met3.png
Bar = 20 µm.
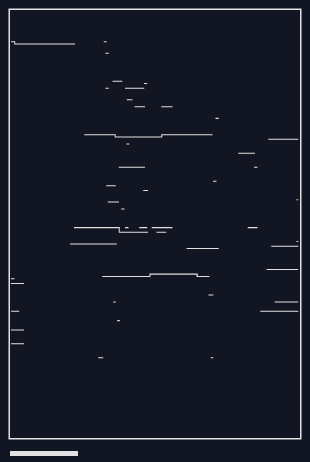
final_placement.png
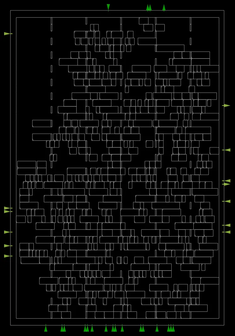
<file path="src/rtl/pwm_sched.sv">
// Double-buffered PWM period sequencer: runs low/high phase counts per period,
// swapping in a shadow configuration or stopping only at period boundaries.
module pwm_sched #(
   parameter int CW = 8,
   parameter int NW = 8
) (
   input  logic          clk,
   input  logic          rst,
   input  logic          cfg_valid,
   output logic          cfg_ready,
   input  logic [CW-1:0] cfg_low,
   input  logic [CW-1:0] cfg_high,
   input  logic [NW-1:0] cfg_cycles,
   input  logic          stop,
   output logic          pwm_out,
   output logic          busy,
   output logic          period_tick,
   output logic          done
);
   typedef enum logic [1:0] {IDLE, LOW, HIGH} state_t;

   state_t        st, st_n;
   logic [CW-1:0] cnt, cnt_n, a_low, a_low_n, a_high, a_high_n;
   logic [CW-1:0] s_low, s_high, r_low, r_high, ld_low, ld_high;
   logic [NW-1:0] a_cyc, a_cyc_n, per, per_n, s_cyc, ld_cyc;
   logic          s_full, s_full_n, stop_p, stop_p_n, done_n, tick_n;
   logic          xfer, ld, restart, last_per;

   assign cfg_ready = (st == IDLE) || !s_full;
   assign xfer      = cfg_valid && cfg_ready;
   assign last_per  = (a_cyc != '0) && (per == a_cyc - NW'(1));

   always_comb begin
      st_n     = st;
      cnt_n    = cnt;
      a_low_n  = a_low;
      a_high_n = a_high;
      a_cyc_n  = a_cyc;
      per_n    = per;
      s_full_n = s_full;
      stop_p_n = stop_p;
      done_n   = 1'b0;
      ld       = 1'b0;
      restart  = 1'b0;
      // A held shadow wins; otherwise a same-cycle transfer feeds the boundary directly
      ld_low   = s_full ? s_low  : cfg_low;
      ld_high  = s_full ? s_high : cfg_high;
      ld_cyc   = s_full ? s_cyc  : cfg_cycles;
      case (st)
         IDLE: ld = xfer;
         default: begin
            stop_p_n = stop_p | stop;
            if (!period_tick) begin
               if (st == LOW && cnt == CW'(1)) begin
                  st_n  = HIGH;
                  cnt_n = a_high;
               end else begin
                  cnt_n = cnt - CW'(1);
               end
               if (xfer) s_full_n = 1'b1;
            end else begin
               stop_p_n = 1'b0;
               if (stop_p || stop) begin
                  st_n     = IDLE;
                  s_full_n = 1'b0;
                  done_n   = 1'b1;
               end else if ((s_full || xfer) && (a_cyc == '0 || last_per)) begin
                  ld       = 1'b1;
                  s_full_n = 1'b0;
               end else if (last_per) begin
                  st_n   = IDLE;
                  done_n = 1'b1;
               end else begin
                  restart = 1'b1;
                  if (a_cyc != '0) per_n = per + NW'(1);
                  if (xfer) s_full_n = 1'b1;
               end
            end
         end
      endcase
      if (ld) begin
         a_low_n  = ld_low;
         a_high_n = ld_high;
         a_cyc_n  = ld_cyc;
         per_n    = '0;
         stop_p_n = 1'b0;
         restart  = 1'b1;
      end
      r_low  = a_low_n;
      r_high = a_high_n;
      if (restart) begin
         if (r_low == '0 && r_high == '0) begin
            st_n  = LOW;
            cnt_n = CW'(1);
         end else if (r_low != '0) begin
            st_n  = LOW;
            cnt_n = r_low;
         end else begin
            st_n  = HIGH;
            cnt_n = r_high;
         end
      end
      // Look ahead so the registered tick lands in the final cycle of the period
      tick_n = (cnt_n == CW'(1)) && (st_n == HIGH || (st_n == LOW && a_high_n == '0));
   end

   always_ff @(posedge clk) begin
      if (rst) begin
         st          <= IDLE;
         cnt         <= '0;
         a_low       <= '0;
         a_high      <= '0;
         a_cyc       <= '0;
         per         <= '0;
         s_full      <= 1'b0;
         stop_p      <= 1'b0;
         s_low       <= '0;
         s_high      <= '0;
         s_cyc       <= '0;
         pwm_out     <= 1'b0;
         busy        <= 1'b0;
         period_tick <= 1'b0;
         done        <= 1'b0;
      end else begin
         st          <= st_n;
         cnt         <= cnt_n;
         a_low       <= a_low_n;
         a_high      <= a_high_n;
         a_cyc       <= a_cyc_n;
         per         <= per_n;
         s_full      <= s_full_n;
         stop_p      <= stop_p_n;
         if (xfer && st != IDLE) begin
            s_low  <= cfg_low;
            s_high <= cfg_high;
            s_cyc  <= cfg_cycles;
         end
         pwm_out     <= (st_n == HIGH);
         busy        <= (st_n != IDLE);
         period_tick <= tick_n;
         done        <= done_n;
      end
   end
endmodule
</file>
<file path="config.mk">
export PLATFORM = sky130hd
export DESIGN_NAME = pwm_sched
export DESIGN_NICKNAME = d
export VERILOG_FILES = /design/src/rtl/pwm_sched.sv
export SDC_FILE = /design/constraint.sdc
export NUM_CORES = 1
export LEC_CHECK = 0
export CORE_ASPECT_RATIO = 1.5
export CORE_MARGIN = 2
export CORE_UTILIZATION = 40
export CTS_BUF_LIST = sky130_fd_sc_hd__clkbuf_8
export DETAILED_ROUTE_END_ITERATION = 10
export PLACE_DENSITY = 0.59
export SYNTH_ARGS = -nofsm -noshare
export SYNTH_HDL_FRONTEND = slang
export SYNTH_SLANG_ARGS = --single-unit
</file>
<file path="constraint.sdc">
create_clock -name clk -period 5.9 [get_ports clk]
set_input_delay 1.18 -clock clk [delete_from_list [all_inputs] [get_ports clk]]
set_output_delay 1.18 -clock clk [all_outputs]
set_load 0.02 [all_outputs]
</file>
==> datasheet_impl.txt <==
Characteristics after synthesis and place and route

Parameter                              Value

Run status
  Result of the run    finished clean

STA
  Crit path time final    between 4 and 5 ns
  Max-slew violations    0

Clocking
  Number of buffers inserted by hold repair at cts    0
  Post-CTS setup buffers    0
  Clock tree root buffer cell    clkbuf_8
  TritonCTS Sinks    72

Logic synthesis
  Combined area of all synthesized cells    about 3900 µm²
  Count of flip-flops with a built-in enable after synthesis    0
  Tally of unique sky130hd cells used after synthesis    62
  Net count after synthesis    around 520
  Number of register bits inferred by synthesis    roughly 70
  Synthesized-area fraction occupied by adder cells    about 1.3%
  Area reported by Yosys stat    3918 µm²

Route
  Post-detailed-route wirelength per cell    16.04 µm
  WL met2    5444 µm
  DRC violations left    0
  Number of detailed-route iterations in the first pass    4

Min path
  End point of the most critical hold path    s_low[0]$_SDFFE_PP0P_
  Hold path depth    2
  Startpoint of the lowest-slack hold path    s_low[0]$_SDFFE_PP0P_

GRT
  GR Overflow Total    0
  Global-route wire length before repair    roughly 17000 µm
  Met3 demand-to-capacity share in global routing    under 10%

Setup path
  Biggest cell delay along the critical path    0.61 ns
  Largest fanout on the critical path    35
  Startpoint of the most critical setup path    cfg_valid
  Cell family with the largest share of critical-path delay    buffers and inverters
  Crit Path Category    input pin to flop
  Required time at the endpoint of the critical path    just over 6 ns
  FF-to-FF Start    a_cyc[0]$_SDFFE_PP0N_

Cells and area
  Buffer count excluding the clock tree in the final layout    36
  Clock network area share    around 5.4%
  Dominant logic cell types in the final layout    81 x nand2_1, 71 x dfxtp_1, 62 x nor2_1
  Non-clock buffer area fraction after layout    approximately 7.6%

Floorplanning
  Taps Inserted    approximately 120
  Die outline width    approximately 85 µm

Power and ir drop
  Power Density    544.0 nW/µm²
-- met3.png (at the start) --
29 nets have wire on it. The layer carries 247 µm of wire.

-- final_placement.png (at the start) --
fraction of area in registers: 31.95%
fillcell total: 953
fin cells: 629

power by group through the flow:
stage,clock [W],combinational [W],sequential [W]
6_report,0.000478,0.00119,0.000784
5_1_grt,0.000509,0.00135,0.000804
3_3_place_gp,0,0.00118,0.000792
2_1_floorplan,0,0.000971,0.000734
3_5_place_dp,0,0.00120,0.000793
4_1_cts,0.000488,0.00121,0.000783
synth_stat cells, types with 4 or more instances:
master,n
a31o_2,4
nor3b_1,6
clkbuf_1,22
mux2_2,4
a21oi_1,43
nand3_1,5
nor4_1,4
nor2b_1,5
xnor2_1,6
nand3b_1,5
nor3_1,16
nand4_1,5
nor2_1,62
mux2i_1,28
nand2b_1,5
ha_1,4
xor2_1,9
a211oi_1,11
nand2_1,81
inv_1,8
dfxtp_1,72
o21ai_0,22
Power and IR drop assume default switching activity.
